run_1/clock_map.png
Scale bar: 50 um.
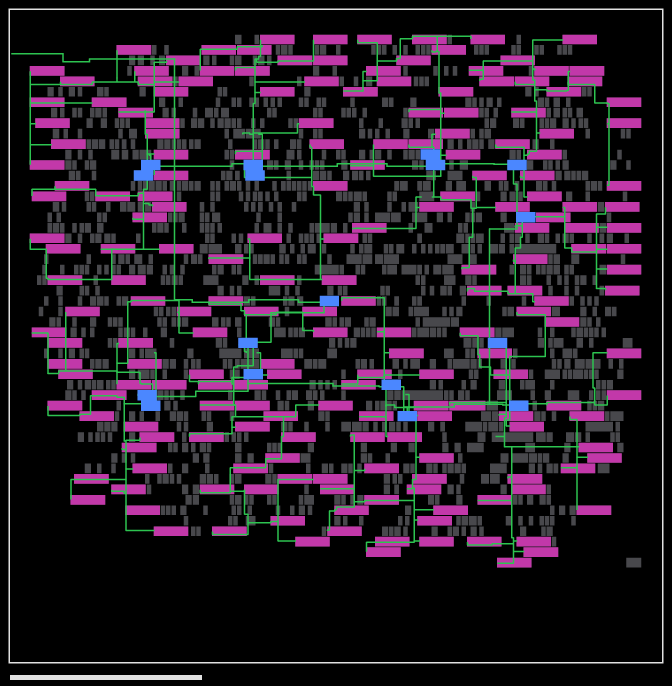
run_1/final_congestion.png
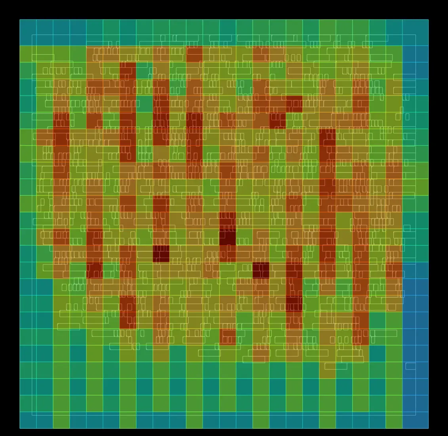
run_1/metal_stack.png
Scale bar: 50 um.
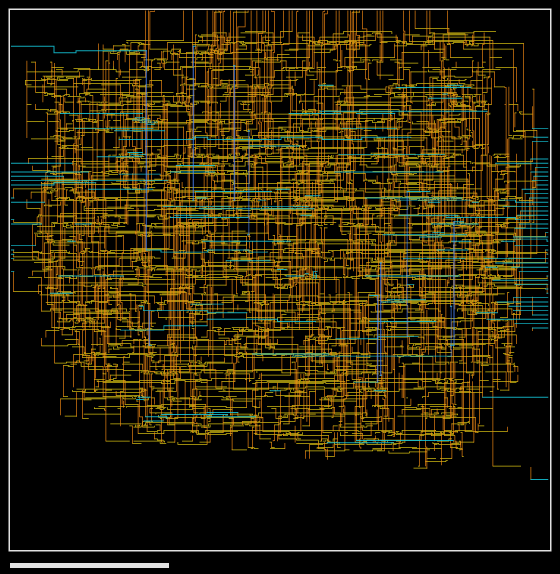
$ cat src/rtl/pc_sequencer.sv
// Program-counter sequencer: picks the next fetch PC from trap, redirect, RAS pop,
// stall hold or sequential increment, and keeps a circular return-address stack.
module pc_sequencer #(
  parameter int              WIDTH     = 32,
  parameter logic [WIDTH-1:0] INC       = WIDTH'(1),
  parameter logic [WIDTH-1:0] RESET_VEC = '0,
  parameter logic [63:0]     TRAP_VEC  = 64'h0000_0010,
  parameter int              RAS_DEPTH = 4
) (
  input  logic             step,
  input  logic             reset,
  input  logic             stall,
  input  logic             redirect_valid,
  input  logic [WIDTH-1:0] redirect_target,
  input  logic             call,
  input  logic             ret,
  input  logic             trap,
  output logic [WIDTH-1:0] pc,
  output logic [WIDTH-1:0] epc,
  output logic             ras_empty,
  output logic             ras_full,
  output logic             ras_underflow,
  output logic             ras_overflow
);

  localparam int PW = $clog2(RAS_DEPTH);
  localparam int CW = $clog2(RAS_DEPTH + 1);
  localparam logic [WIDTH-1:0] TRAP_PC = TRAP_VEC[WIDTH-1:0];
  localparam logic [CW-1:0]    FULL_COUNT = CW'(RAS_DEPTH);

  logic [WIDTH-1:0] pc_q, pc_d;
  logic [WIDTH-1:0] epc_q, epc_d;
  logic [PW-1:0]    ptr_q, ptr_d;
  logic [CW-1:0]    count_q, count_d;
  logic             underflow_q, underflow_d;
  logic             overflow_q, overflow_d;
  logic [WIDTH-1:0] ras_q [RAS_DEPTH];

  logic [WIDTH-1:0] pc_inc;
  logic [PW-1:0]    top_idx;
  logic             push;

  // ptr_q points at the next free slot; the top entry sits one below it.
  assign pc_inc    = pc_q + INC;
  assign top_idx   = ptr_q - PW'(1);
  assign ras_empty = (count_q == '0);
  assign ras_full  = (count_q == FULL_COUNT);

  always_comb begin
    pc_d        = pc_q;
    epc_d       = epc_q;
    ptr_d       = ptr_q;
    count_d     = count_q;
    push        = 1'b0;
    underflow_d = 1'b0;
    overflow_d  = 1'b0;
    if (trap) begin
      pc_d  = TRAP_PC;
      epc_d = pc_q;
    end else if (redirect_valid) begin
      pc_d = redirect_target;
      if (call) begin
        push  = 1'b1;
        ptr_d = ptr_q + PW'(1);
        // A full stack wraps onto its oldest entry; depth stays saturated.
        if (ras_full) overflow_d = 1'b1;
        else          count_d    = count_q + CW'(1);
      end
    end else if (!stall) begin
      if (ret) begin
        if (ras_empty) begin
          pc_d        = pc_inc;
          underflow_d = 1'b1;
        end else begin
          pc_d    = ras_q[top_idx];
          ptr_d   = top_idx;
          count_d = count_q - CW'(1);
        end
      end else begin
        pc_d = pc_inc;
      end
    end
  end

  always_ff @(posedge step or posedge reset) begin
    if (reset) begin
      pc_q        <= RESET_VEC;
      epc_q       <= '0;
      ptr_q       <= '0;
      count_q     <= '0;
      underflow_q <= 1'b0;
      overflow_q  <= 1'b0;
      for (int i = 0; i < RAS_DEPTH; i++) ras_q[i] <= '0;
    end else begin
      pc_q        <= pc_d;
      epc_q       <= epc_d;
      ptr_q       <= ptr_d;
      count_q     <= count_d;
      underflow_q <= underflow_d;
      overflow_q  <= overflow_d;
      for (int i = 0; i < RAS_DEPTH; i++) begin
        if (push && (ptr_q == PW'(i))) ras_q[i] <= pc_inc;
      end
    end
  end

  assign pc            = pc_q;
  assign epc           = epc_q;
  assign ras_underflow = underflow_q;
  assign ras_overflow  = overflow_q;

endmodule

$ cat config.mk
export PLATFORM = sky130hd
export DESIGN_NAME = pc_sequencer
export DESIGN_NICKNAME = d
export VERILOG_FILES = /design/src/rtl/pc_sequencer.sv
export SDC_FILE = /design/constraint.sdc
export NUM_CORES = 1
export LEC_CHECK = 0
export ABC_AREA = 1
export CAP_MARGIN = 10
export CORE_MARGIN = 5
export CORE_UTILIZATION = 40
export CTS_BUF_LIST = sky130_fd_sc_hd__clkbuf_4 sky130_fd_sc_hd__clkbuf_8
export CTS_CLUSTER_DIAMETER = 40
export DETAILED_ROUTE_END_ITERATION = 10
export DONT_BUFFER_PORTS = 1
export PLACE_DENSITY_LB_ADDON = 0.2
export SETUP_SLACK_MARGIN = 0.1
export SLEW_MARGIN = 10
export SYNTH_ARGS = -nofsm -noshare
export SYNTH_HDL_FRONTEND = slang
export SYNTH_SLANG_ARGS = --single-unit
$ cat constraint.sdc
create_clock -name step -period 7.43 [get_ports step]
set_input_delay 0.743 -clock step [delete_from_list [all_inputs] [get_ports step]]
set_output_delay 0.743 -clock step [all_outputs]
set_load 0.03 [all_outputs]
==> run summary, run 1 <==
Implementation results. The flow ran to the end, and the final reports show no timing, DRC or antenna violations. Hold timing on the final database bottoms out at a slack of 0.2623 ns. The flow inserted 330 tap cells.

Total count of hold-check failures in the final report landed at 0. The number of antenna diodes in the final layout is 0. The max-slew check reports its worst relative slack as 33.69%. The largest register by flop count is ras_q. The timing report shows the most common cell along the critical path to be sky130_fd_sc_hd__nand2_1.

Met1 wire length landed at 14,150 um. Number of buffer cells added on primary ports landed at 0. Clock share of power landed at 19.2%. Across all setup checks in the final design, the least slack found is 4.968 ns.

Number of placed cells counting well taps landed at 1,636. In this run, power in the clock network comes to 0.772 mW. Non-clock buffer area fraction after layout landed at 0.9028%. Power drawn by the sequential cells landed at 1.85 mW. Required time of the critical path landed at 7.81 ns. The net count after synthesis is 1,409. The type recorded for the worst min-delay path is input pin to asynchronous set/reset pin. TritonCTS built the clock tree. The detail route stage leaves a number of antenna-violating nets equal to 0. The region available for standard cell placement spans 25,110 um^2.

The clock reaches the later pin of the worst-skew pair after 0.48 ns. Post-synthesis adder-cell area fraction landed at 0.8115%. Broken down by cell family, the worst path's largest delay share belongs to simple AND/OR/NAND/NOR gates. OpenSTA, run right after detailed placement, puts the worst setup slack at 4.950 ns. In the synthesized netlist the dominant register cell turns out to be sky130_fd_sc_hd__dfrtp_1. The register with the most flip-flops in the layout has 128 of them.

Final total negative setup slack landed at 0 ns. Arrival time at the worst endpoint landed at 2.84 ns. In this run the top signal layer used is met4. Post-CTS timing repair inserted 0 buffers for setup. The final weighted congestion recorded by global placement is 0.8412.

Largest incremental delay on the critical path landed at 0.72 ns. OpenROAD reports that the post-layout worst path occupies 33.14% of the period. STA classifies the critical path endpoint as a flop. Summed over all cells, the static leakage comes to 5.107 nW. Number of enable-type register cells in the synthesized netlist landed at 0. Number of setup violations in the final report landed at 0.

Number of distinct library cells after synthesis landed at 35. Total non-filler cell area in the finished layout landed at 10,810 um^2. Total of warnings raised by yosys landed at 0. The routed layout has 8,654 vias.

Total power of the final layout landed at 4.033 mW. Placed standard-cell area landed at 10,380 um^2. Number of global-route vias before repair landed at 8,384. The largest individual stage delay along the critical path comes from the cell sky130_fd_sc_hd__nor3_2. Number of gates given a new drive strength after cts landed at 0. In this run, the combinational gates consume 35.1% of the power.

According to the floorplan report, the die height is 169.5 um. The worst VDD IR drop from the latest analysis is 0.2798 mV. Number of standard cells after synthesis landed at 1,364. Total clock buffers created by CTS landed at 17.

For this design, the CTS-stage hold fixing added 0 buffers. Listed in order, past its start point the critical path passes nor3_2 -> nor2_4 -> buf_4 -> inv_2 -> nand2_1 -> o21ai_0 -> nand2_1 -> nand2_1 -> nand2_1. Per the log, the first TritonRoute iteration ended with a DRC count of 824. In the final report, the number of pins over their slew limit comes to 0. Aggregate global routing overflow landed at 0. Combinational power for this build is 1.41 mW. Net switching power landed at 1.757 mW.

Number of register bits inferred by synthesis landed at 199. Final critical path time including I/O delays and setup landed at 2.462 ns. Total met3 wirelength after detailed routing landed at 1992 um. Yosys reports a chip area of 10,180 um^2. Global routing met2 resource utilization landed at 34.61%. Together, buffers and inverters on the worst path number 2. Total cells reported by yosys after synthesis landed at 1,364. The initial antenna violation count came to 0. Final design utilization landed at 43.05%. CTS reports a maximum clock tree buffer depth of 2.

In the finished layout, the clock tree contains a buffer count of 18. Post-synthesis share of cell area spent on xor and xnor gates landed at 0.7623%. The clock network takes up 4.016% of total cell area after layout. Die width landed at 169.5 um. STA classifies the critical path startpoint as a flop. For this design the ratio of total power to cell area is 373.0 nW/um^2. Boundary pin count landed at 107. The timing report gives the clock slew at the launch and capture registers of the worst setup and hold paths as 0.11 ns. The area taken by multi-input combinational cells is reported as 4599 um^2. Placed wire-length estimate after detailed placement landed at 19,820 um. On met3, the global router reports a usage of 4.472%. Routed via count divided by cell count landed at 5.191. By area, the class that comes first in the final layout consists of registers. Register share of the cell area landed at 46.08%. Highest clock rate landed at 406.2 MHz. Largest net degree at the start of global routing landed at 124. Number of filler cells placed in the layout landed at 2,633. For reference, the top logic cell family by area is simple AND/OR/NAND/NOR gates.
-- clock_map.png (at the start) --
Magenta stands for flip-flops, count 199. Green stands for clock wires, length 2,520 um. Blue stands for cells driving clock nets, count 17.
There are 18 routed clock nets. Position of the flops: widely spread.

-- final_congestion.png (at the start) --
met1 track demand over resource: 31.24%
Most Used Layer, Global Route: met2
routed wirelength normalized by instance count: 18.37 um

-- metal_stack.png (at the start) --
Yellow stands for met1, wire length 14,100 um. Blue stands for met4, wire length 359 um. Orange stands for met2, wire length 14,100 um. Cyan stands for met3, wire length 1,990 um.

## run 1: final timing paths
path                       startpoint          to  slack (ns)  depth (start not counted)
hold / removal                  reset   ras_q[96]        0.26                          1
max in group asynchronous       reset   ras_q[85]        5.59                          2
min in group step                trap      epc[4]        0.38                          2
setup / recovery           count_q[0]       pc[1]        4.97                          9
hold reg to reg            ras_q[121]  ras_q[121]        0.49                          2
setup reg to reg           count_q[0]       pc[1]        4.97                          9
## run 1: placed cells by master, fill, tap and decap left out, types with 2 or more instances in the layout
master,netlist,layout
sky130_fd_sc_hd__nand2_1,532,528
sky130_fd_sc_hd__inv_1,69,67
sky130_fd_sc_hd__o21ai_2,3,3
sky130_fd_sc_hd__inv_6,0,2
sky130_fd_sc_hd__clkbuf_8,2,18
sky130_fd_sc_hd__or2_2,2,2
sky130_fd_sc_hd__o21ai_0,112,112
sky130_fd_sc_hd__inv_8,0,5
sky130_fd_sc_hd__o22ai_1,4,4
sky130_fd_sc_hd__ha_1,5,5
sky130_fd_sc_hd__nor2_4,6,8
sky130_fd_sc_hd__a21oi_1,8,8
sky130_fd_sc_hd__nor2_1,111,110
sky130_fd_sc_hd__nor2_2,8,7
sky130_fd_sc_hd__clkinv_4,0,3
sky130_fd_sc_hd__nand3_1,132,132
sky130_fd_sc_hd__bufinv_16,0,3
sky130_fd_sc_hd__o21ai_1,46,46
sky130_fd_sc_hd__buf_4,6,13
sky130_fd_sc_hd__nand2_2,21,25
sky130_fd_sc_hd__nand2_4,3,3
sky130_fd_sc_hd__o21bai_1,5,5
sky130_fd_sc_hd__dfrtp_1,199,198
sky130_fd_sc_hd__o211ai_1,6,6
sky130_fd_sc_hd__xor2_1,6,6
sky130_fd_sc_hd__inv_2,5,6
==> run 2: changes to the inputs <==
==> constraint.sdc (replaced) <==
create_clock -name step -period 2.03 [get_ports step]
set_input_delay 0.203 -clock step [delete_from_list [all_inputs] [get_ports step]]
set_output_delay 0.203 -clock step [all_outputs]
set_load 0.03 [all_outputs]
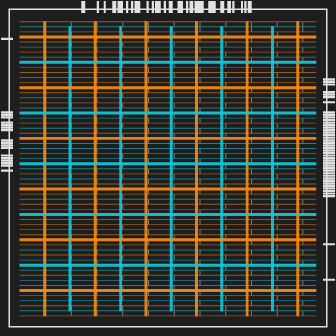
run_2/pdn.png
Pins as bars on the die edge. Tap cells in gray.
Cyan stands for VDD. Orange stands for VSS.
330 tap cells. The core has 58 rows. 107 signal pins sit on the boundary. 11 straps on met5.

==> run 2 against run 1 <==
  * First-iteration DRC count is 3.4% lower
  * Maximum frequency rose by 33%
  * Synthesized area did not move
  * Clock power rose to 3.4 times the previous value
  * Non-clock buffer count up 83
==> run summary, run 2 <==
Implementation results. For reference, the most critical setup path is categorized as flop to flop. For this configuration, the core starts out at a cell density of 40.53%. Chip area estimate from yosys synthesis landed at 10,180 um^2 (unchanged).

The tool warning count for the run is 31. TritonCTS built the clock tree. Number of nets produced by synthesis landed at 1,409 (unchanged). The largest net degree at the start of global routing is 66 (-47%). Number of standard cells after synthesis landed at 1,364 (unchanged). The main area contributors are sky130_fd_sc_hd__dfrtp_1, sky130_fd_sc_hd__nand2_1, sky130_fd_sc_hd__nand3_1, sky130_fd_sc_hd__o21ai_0, sky130_fd_sc_hd__nor2_1. The number of global-route vias before repair was 8,665 (+3.4%). Of all nets on the critical path, the largest fanout is 5. Worst max-slew margin expressed relative to the limit landed at 59.56% (+26 points). Slack of the critical path landed at 0.1759 ns (-4.792 ns). The run finished with clean final reports.

Total clock buffers created by CTS landed at 17 (unchanged). Number of nets in the final layout landed at 1,453. The first global-routing pass estimated 49,080 um of wire.

The net switching power is 6.544 mW (+270%). Non-filler instance count after layout landed at 1,751. Proportion of synthesized chip area in sequential cells landed at 48.94%.

Core region area landed at 25,110 um^2 (unchanged). After synthesis, the largest family of logic cells by area is simple AND/OR/NAND/NOR gates. Clock share of power landed at 17.2% (-2.0 points). The clock latency of the later-clocked register in the worst-skew pair came to 0.47 ns (about the same). Final design utilization landed at 46.43% (+3.4 points). Initial antenna violation count landed at 0 (unchanged). The placed standard-cell area is 11,010 um^2 (+6.1%). Boundary pin count landed at 107 (unchanged). More flip-flops sit in one register than any other, and that register is ras_q. The arrival time at the worst endpoint was 2.21 ns (-0.63 ns). The total cells reported by yosys after synthesis is 1,364 (unchanged).

Sorting the synthesized cells by how often they occur yields sky130_fd_sc_hd__nand2_1, sky130_fd_sc_hd__dfrtp_1, sky130_fd_sc_hd__nand3_1, sky130_fd_sc_hd__o21ai_0, sky130_fd_sc_hd__nor2_1. The detailed router's first-iteration violation count came to 796 (-3.4%). Clock transition at the register clock pins on the worst setup and hold paths after CTS landed at 0.11 ns (about the same).

Post-route clock skew landed at 0.02013 ns. The tightest min-delay check is of the input pin to flop type. Number of register bits inferred by synthesis landed at 199 (unchanged).

Per the OpenROAD floorplan log, the area of the die is 28,730 um^2. Internal power landed at 8.607 mW. Placed wire-length estimate after detailed placement landed at 22,240 um (+12%). Listed in order, past its start point the critical path passes buf_4 -> nand3_1 -> nor2_2 -> nand3_1 -> nand2_1 -> nor2_1 -> nor2_1 -> o22ai_1. Number of max-capacitance violations reported landed at 0.

The final critical path time including I/O delays and setup was 1.854 ns (-0.6080 ns). Transition time of the tightest slew-check pin landed at 0.6053 ns. Buffer levels on the longest clock path landed at 2 (unchanged). The number of flip-flops in the largest register came to 128 (unchanged). The post-synthesis share of cell area spent on xor and xnor gates is 0.7623% (unchanged).

Per report_power, the sequential group accounts for 42.5% of the total. The number of setup violations in the final report was 0 (unchanged). Total non-filler cell area in the finished layout landed at 11,660 um^2 (+7.8%). Antenna diode count landed at 0 (unchanged).

Post-synthesis average cell area landed at 7.460 um^2. Part of the power in combinational logic landed at 40.3% (+5.2 points). Post-detailed-route DRC marker count landed at 0. Number of distinct library cells after synthesis landed at 35 (unchanged). Largest incremental delay on the critical path landed at 0.39 ns (-0.33 ns). Area share of the largest cell type after synthesis landed at 48.94%.

Combined area of all synthesized cells landed at 10,180 um^2. Via total after detailed routing landed at 9,033 (+4.4%). The wire length recorded after detailed routing is 30,930 um. Clock sink count landed at 199.

The library cells used most frequently in the layout, excluding fill and tap cells, are sky130_fd_sc_hd__nand2_1, sky130_fd_sc_hd__dfrtp_1, sky130_fd_sc_hd__nand3_1, sky130_fd_sc_hd__o21ai_0, sky130_fd_sc_hd__nor2_1. Number of placed cells counting well taps landed at 1,696 (+3.7%). In this run switching power makes up 43.19% of total power. Yosys reported that registers with async set or reset make up 100.0%. Leakage power of the design landed at 5.563 nW (+8.9%).

STA classifies the critical path endpoint as a flop. The post-synthesis adder-cell area fraction came to 0.8115% (unchanged). Simple-gate portion of the synthesized area landed at 33.74%. The worst setup path is launched from a flop. Highest ir drop seen on vdd landed at 0.9509 mV (+240%).

The total of warnings raised by yosys is 0 (unchanged). Power density normalized to cell area landed at 1300 nW/um^2 (+250%). The cell type that accounts for the most area after synthesis is sky130_fd_sc_hd__dfrtp_1.

Total count of hold-check failures in the final report landed at 0 (unchanged). The number of buffer cells added on primary ports was 0 (unchanged). Final total negative setup slack landed at 0 ns (unchanged). Leaving out fill and tap cells, the most frequent cell in the layout is sky130_fd_sc_hd__nand2_1. In this run, the synthesized area fraction spent on AND-OR/OR-AND gates is recorded as 9.664%. Required time of the critical path landed at 2.39 ns (-5.42 ns).

The vertical die size came to 169.5 um (unchanged). The number of pins with negative max-slew slack in the final report came to 0 (unchanged). Layout overhead on the synthesized area landed at 14.57%. The worst slack at placement was 0.1300 ns (-4.820 ns). Maximum level of the CTS H-tree landed at 4. Detailed-route wire length per cell landed at 17.66 um (-3.9%). Setup repair after global routing could not meet its margin everywhere. The highest clock rate came to 539.3 MHz (+33%).

Per the CTS log, the root buffer master is sky130_fd_sc_hd__clkbuf_8. Overall routing resource usage recorded by global route was 21.80%. Row count landed at 58. Share of cell area taken by muxes after synthesis landed at 0%. Sorting the synthesis cell report by count puts at the top sky130_fd_sc_hd__nand2_1. Layout cell share with drive strength beyond 1 landed at 11.89%. Count of antenna-violating nets left after detailed routing landed at 0 (unchanged). Final cycle utilization of the critical path landed at 91.33% (+58 points). Routed via count divided by cell count landed at 5.159 (-0.63%).

Weighted congestion at the end of routability-driven global placement landed at 0.8931 (+6.2%). Setup slack of the most critical reg-to-reg path landed at 0.18 ns (-4.79 ns). Aggregate global routing overflow landed at 0 (unchanged). Looking at the cell usage after synthesis, the top flip-flop cell is sky130_fd_sc_hd__dfrtp_1. The number of enable-type register cells in the synthesized netlist came to 0 (unchanged). The die width is 169.5 um (unchanged). The critical path's slowest stage uses the library cell sky130_fd_sc_hd__dfrtp_1. Number of detailed-routing iterations run before antenna repair landed at 5.
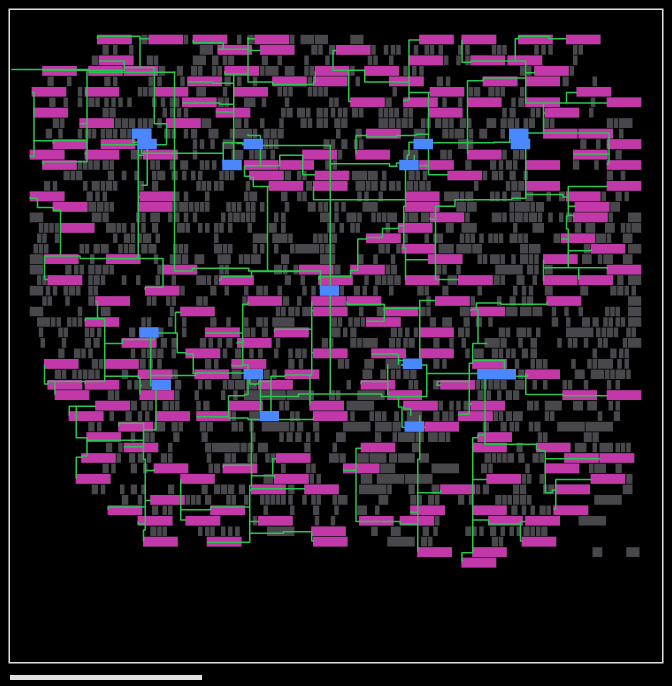
run_2/clock_map.png
Scale bar: 50 um.
Magenta stands for flip-flops, count 199. Blue stands for cells driving clock nets, count 17. Green stands for clock wires, length 2,470 um.
Position of the flops: widely spread. There are 18 routed clock nets.

run 2: metal layers:
metal / share of wire, % / GRT usage, %
met3: 6.9 / 4.752
met5: 0 / 0
met2: 45 / 34.07
met1: 47 / 31.35
met4: 1.5 / 4.865
run 2: through the flow:
stage / power, mW / hold slack, ns
after floorplan: 10.67 / 0.3674
after global placement: 12.36 / 0.1762
after CTS: 15.13 / 0.001683
after detailed placement: 12.48 / 0.1705
final: 15.15 / 0.02428
after global routing: 16.33 / 0.009014
run 2: repair_timing:
item	4_1_cts	5_1_grt
resized	0	5
setup buffers	0	1
endpoints found under the hold margin	46	0
endpoints found under the setup margin	0	40
hold buffers	22	0
run 2: area by class of cell:
type	instances	area [um^2]
clock buffers	17	234.0
clock inverters	15	161.4
fillers	2542	13450
inverters	74	286.5
multi-input cells	1020	4599
flip-flops and latches	199	4981
well taps	330	412.9
repair buffers	96	983.4
run 2: path summary, 6_finish.rpt:
path / start / endpoint / cells after the start
max: pc[1] / pc[9] / 8
min: redirect_valid / count_q[0] / 2
max reg2reg: pc[1] / pc[9] / 8
min reg2reg: ras_q[65] / ras_q[65] / 2
max in group asynchronous: reset / ras_q[113] / 3
min in group asynchronous: reset / ras_q[68] / 2
run 2: power groups by stage:
| stage | Sequential (mW) | Combinational (mW) | Clock (mW) |
|---|---|---|---|
| finish | 6.43 | 6.11 | 2.61 |
| global route | 6.60 | 6.93 | 2.80 |
| CTS | 6.42 | 6.05 | 2.66 |
| detailed placement | 6.49 | 5.99 | 0 |
| global placement | 6.48 | 5.88 | 0 |
| floorplan | 6.52 | 4.15 | 0 |
run 2: critical path: cells and delay by family, from the launching register on:
kind | cells | cell delay (ns)
AND-OR/OR-AND | 1 | 0.08
buffers and inverters | 1 | 0.23
flip-flops | 1 | 0.39
AND/OR/NAND/NOR | 6 | 1.04
==> run 3: changes to the inputs <==
--- a/config.mk
+++ b/config.mk
@@ -9,7 +9,7 @@
 export CAP_MARGIN = 10
 export CORE_MARGIN = 5
 export CORE_UTILIZATION = 40
-export CTS_BUF_LIST = sky130_fd_sc_hd__clkbuf_4 sky130_fd_sc_hd__clkbuf_8
+export CTS_BUF_LIST = sky130_fd_sc_hd__clkbuf_2 sky130_fd_sc_hd__clkbuf_4 sky130_fd_sc_hd__clkbuf_8
 export CTS_CLUSTER_DIAMETER = 40
 export DETAILED_ROUTE_END_ITERATION = 10
 export DONT_BUFFER_PORTS = 1
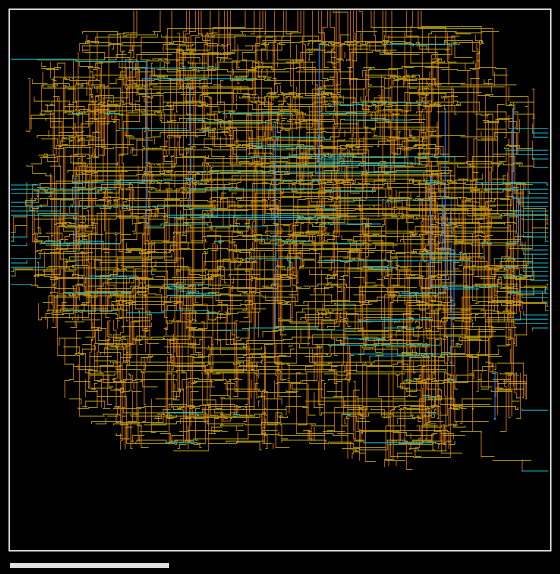
run_3/metal_stack.png
Scale bar: 50 um.
Blue stands for met4, wire length 465 um. Cyan stands for met3, wire length 2,140 um. Orange stands for met2, wire length 13,900 um. Yellow stands for met1, wire length 14,400 um.

==> run 3 against run 2 <==
  * First-iteration DRC count stayed put
  * Sequential power hardly changed
  * Final cell count stayed put
  * Global-route usage stayed put
  * Via count stayed put
  * Count of clock-buffer cells in the layout stayed put
  * Combinational power hardly changed
  * Worst setup slack stayed put
  * Utilization stayed put
  * Critical path type unchanged
  * Largest power group unchanged
==> run summary, run 3 <==
Implementation results. The flow ran to the end, and the final reports show no timing, DRC or antenna violations. Total cells reported by yosys after synthesis landed at 1,364 (unchanged). The number of detailed-routing iterations run before antenna repair came to 5 (unchanged). The clock sink count was 199 (unchanged).

Worst hold slack across all endpoints landed at 0.02428 ns (unchanged). The chip area estimate from yosys synthesis is 10,180 um^2 (unchanged). Highest clock rate landed at 539.3 MHz (unchanged).

The largest incremental delay on the critical path is 0.39 ns (about the same). Largest net degree at the start of global routing landed at 66 (unchanged). Clock share of power landed at 17.2% (about the same). Critical-path maximum fanout landed at 5 (unchanged).

Non-filler instance count after layout landed at 1,751 (unchanged). The required time of the critical path came to 2.39 ns (about the same). The worst slack at placement was 0.1300 ns (unchanged). The biggest area contributor in the post-synthesis netlist is sky130_fd_sc_hd__dfrtp_1. Per STA, the endpoint of the critical path is pc[9]. Via total after detailed routing landed at 9,033 (unchanged).

Number of pins with negative max-slew slack in the final report landed at 0 (unchanged). Per the timing report, the most critical flop-to-flop path finishes at pc[9]. The layout cell share with drive strength beyond 1 came to 11.89% (unchanged). Setup repair after global routing could not meet its margin everywhere. The worst max-slew margin expressed relative to the limit is 59.56% (unchanged). Per report_power, the top consumer among the power groups is registers. The count of cells along the worst register-to-register path came to 8 (unchanged). Per STA, the worst path is made up of buf_4 -> nand3_1 -> nor2_2 -> nand3_1 -> nand2_1 -> nor2_1 -> nor2_1 -> o22ai_1. Arrival time at the worst endpoint landed at 2.21 ns (about the same). Total clock network power landed at 2.61 mW (about the same). The number of global-route vias before repair was 8,665 (unchanged). Total wire length landed at 30,930 um (unchanged). The initial standard-cell utilization of the core is 40.53% (unchanged). The library cells used most frequently in the layout, excluding fill and tap cells, are sky130_fd_sc_hd__nand2_1, sky130_fd_sc_hd__dfrtp_1, sky130_fd_sc_hd__nand3_1, sky130_fd_sc_hd__o21ai_0, sky130_fd_sc_hd__nor2_1.

The weighted congestion at the end of routability-driven global placement was 0.8931 (unchanged). The number of flip-flops in the largest register came to 128 (unchanged). Internal power landed at 8.607 mW (unchanged). The power density normalized to cell area is 1300 nW/um^2 (unchanged). Fraction of registers with async set or reset after synthesis landed at 100.0% (unchanged). Vertical die size landed at 169.5 um (unchanged). Detailed router's first-iteration violation count landed at 796 (unchanged).

Looking at the setup timing report, the critical path kind is flop to flop. Yosys instantiated no cell more often than sky130_fd_sc_hd__nand2_1. The clock latency of the later-clocked register in the worst-skew pair is 0.47 ns (about the same). The row count is 58 (unchanged). The part of the power in combinational logic is 40.3% (about the same). The switching part of the total power was 43.19% (unchanged). The combined area of all synthesized cells was 10,180 um^2 (unchanged).

Final total negative setup slack landed at 0 ns (unchanged). Core region area landed at 25,110 um^2 (unchanged). In the synthesized netlist the dominant register cell turns out to be sky130_fd_sc_hd__dfrtp_1. The cts-stage hold buffer count was 22 (unchanged). The total number of cells along the worst setup path was 8 (unchanged). Number of register bits inferred by synthesis landed at 199 (unchanged). The library cell used most frequently in the layout, excluding fill and tap cells, is sky130_fd_sc_hd__nand2_1. The total count of hold-check failures in the final report came to 0 (unchanged). Detailed-route wire length per cell landed at 17.66 um (unchanged). The sequential share of power came to 42.5% (about the same). Leakage power of the design landed at 5.563 nW (unchanged). Total clock buffers created by CTS landed at 17 (unchanged). Area of the chip landed at 28,730 um^2 (unchanged). The launch point of the worst register-to-register path is recorded as pc[1]. Maximum level of the CTS H-tree landed at 4 (unchanged). The number of gates given a new drive strength after cts was 0 (unchanged). The number of standard cells after synthesis was 1,364 (unchanged). The antenna diode count is 0 (unchanged). Post-route clock skew landed at 0.02013 ns (unchanged).

Placed standard-cell area landed at 11,010 um^2 (unchanged). Final critical path time including I/O delays and setup landed at 1.854 ns (unchanged). Area share of the largest cell type after synthesis landed at 48.94% (unchanged).

Post-synthesis average cell area landed at 7.460 um^2 (unchanged). The routed via count divided by cell count was 5.159 (unchanged). Layout overhead on the synthesized area landed at 14.57% (unchanged). Number of placed cells counting well taps landed at 1,696 (unchanged). The number of buffer cells added on primary ports came to 0 (unchanged). Transition time of the tightest slew-check pin landed at 0.6053 ns (unchanged). Number of nets in the final layout landed at 1,453 (unchanged).

Clock transition at the register clock pins on the worst setup and hold paths after CTS landed at 0.11 ns (about the same). All-layer global routing usage landed at 21.80% (unchanged). STA classifies the critical path startpoint as a flop.

TritonCTS built the clock tree. Initial antenna violation count landed at 0 (unchanged). The number of max-capacitance violations reported is 0 (unchanged). The buffer levels on the longest clock path came to 2 (unchanged). In this run the worst setup path begins at pc[1]. The number of buffers and inverters on the critical path was 1 (unchanged).

After synthesis, the most frequently instantiated cells are sky130_fd_sc_hd__nand2_1, sky130_fd_sc_hd__dfrtp_1, sky130_fd_sc_hd__nand3_1, sky130_fd_sc_hd__o21ai_0, sky130_fd_sc_hd__nor2_1. Setup slack of the most critical reg-to-reg path landed at 0.18 ns (about the same). Power in combinational cells landed at 6.11 mW (about the same).

The worst setup path is captured at a flop. Power drawn by the sequential cells landed at 6.43 mW (about the same). Aggregate global routing overflow landed at 0 (unchanged). The number of distinct library cells after synthesis is 35 (unchanged). Number of setup violations in the final report landed at 0 (unchanged). The net switching power came to 6.544 mW (unchanged). The proportion of synthesized chip area in sequential cells came to 48.94% (unchanged).

The tree is rooted in a sky130_fd_sc_hd__clkbuf_8. The slack of the critical path was 0.1759 ns (unchanged). Die width landed at 169.5 um (unchanged). Total of warnings raised by yosys landed at 0 (unchanged). The post-detailed-route DRC marker count was 0 (unchanged). Per STA, the worst path accumulates the most delay in the family simple AND/OR/NAND/NOR gates. The total non-filler cell area in the finished layout was 11,660 um^2 (unchanged). Total power of the final layout landed at 15.15 mW (unchanged).

Number of enable-type register cells in the synthesized netlist landed at 0 (unchanged). The slowest stage of the critical path is the sky130_fd_sc_hd__dfrtp_1 cell. Wire length of the first global-routing pass landed at 49,080 um (unchanged).

The placed wire-length estimate after detailed placement is 22,240 um (unchanged). The warning total across the stage logs was 31 (unchanged). Final cycle utilization of the critical path landed at 91.33% (unchanged).

The count of antenna-violating nets left after detailed routing came to 0 (unchanged). Highest ir drop seen on vdd landed at 0.9509 mV (unchanged). Ranked by flip-flop count, first place goes to ras_q. The buffer count from post-CTS setup fixing is 0 (unchanged).
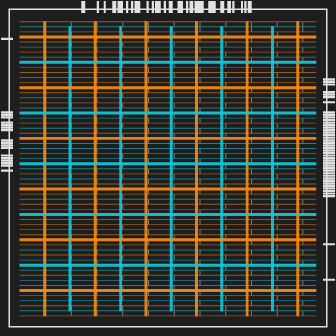
run_3/pdn.png
Pins as bars on the die edge. Tap cells in gray.
Orange stands for VSS. Cyan stands for VDD.
59 met1 rails follow the rows. 11 straps on met5. The core has 58 rows.

==> run 3: cell counts after synthesis <==
Identical to the previous run, type by type.
==> run 3: cell families (layout without fill, tap and decap cells) <==
logic type,count (synthesis),after routing,synth area share [%]
AND/OR/NAND/NOR,820,820,33.74
flip-flops,199,199,48.94
AND-OR/OR-AND,186,186,9.664
buffers and inverters,145,202,6.086
XOR/XNOR,8,8,0.7624
adder cells (fa/ha/maj),6,6,0.8115
==> run 3: routing by layer <==
metal  wire (um)  track usage [%]
met1       14380            31.35
met3        2137            4.752
met4         464            4.865
met5           0                0
met2       13940            34.07
==> run 3: area by class of cell <==
type                    instances  area [um^2]
multi-input cells            1020         4599
well taps                     330        412.9
clock inverters                15        161.4
flip-flops and latches        199         4981
clock buffers                  17        234.0
repair buffers                 96        983.4
inverters                      74        286.5
fillers                      2542        13450
==> run 3: worst min-delay path by stage <==
stage | from | endpoint | depth (start not counted)
6_report | redirect_valid | count_q[0] | 2
5_1_grt | trap | ras_overflow | 3
4_1_cts | redirect_valid | count_q[0] | 2
3_5_place_dp | reset | ras_q[7] | 1
3_3_place_gp | reset | ras_q[0] | 1
2_1_floorplan | stall | ras_underflow | 3
==> run 3: worst register-to-register path, stage by stage, from the launching register on <==
cell and delay (ns):
sky130_fd_sc_hd__dfrtp_1 0.39, sky130_fd_sc_hd__buf_4 0.23, sky130_fd_sc_hd__nand3_1 0.17, sky130_fd_sc_hd__nor2_2 0.36, sky130_fd_sc_hd__nand3_1 0.12, sky130_fd_sc_hd__nand2_1 0.21, sky130_fd_sc_hd__nor2_1 0.06, sky130_fd_sc_hd__nor2_1 0.12
sky130_fd_sc_hd__o22ai_1 0.08
Power and IR drop assume default switching activity.
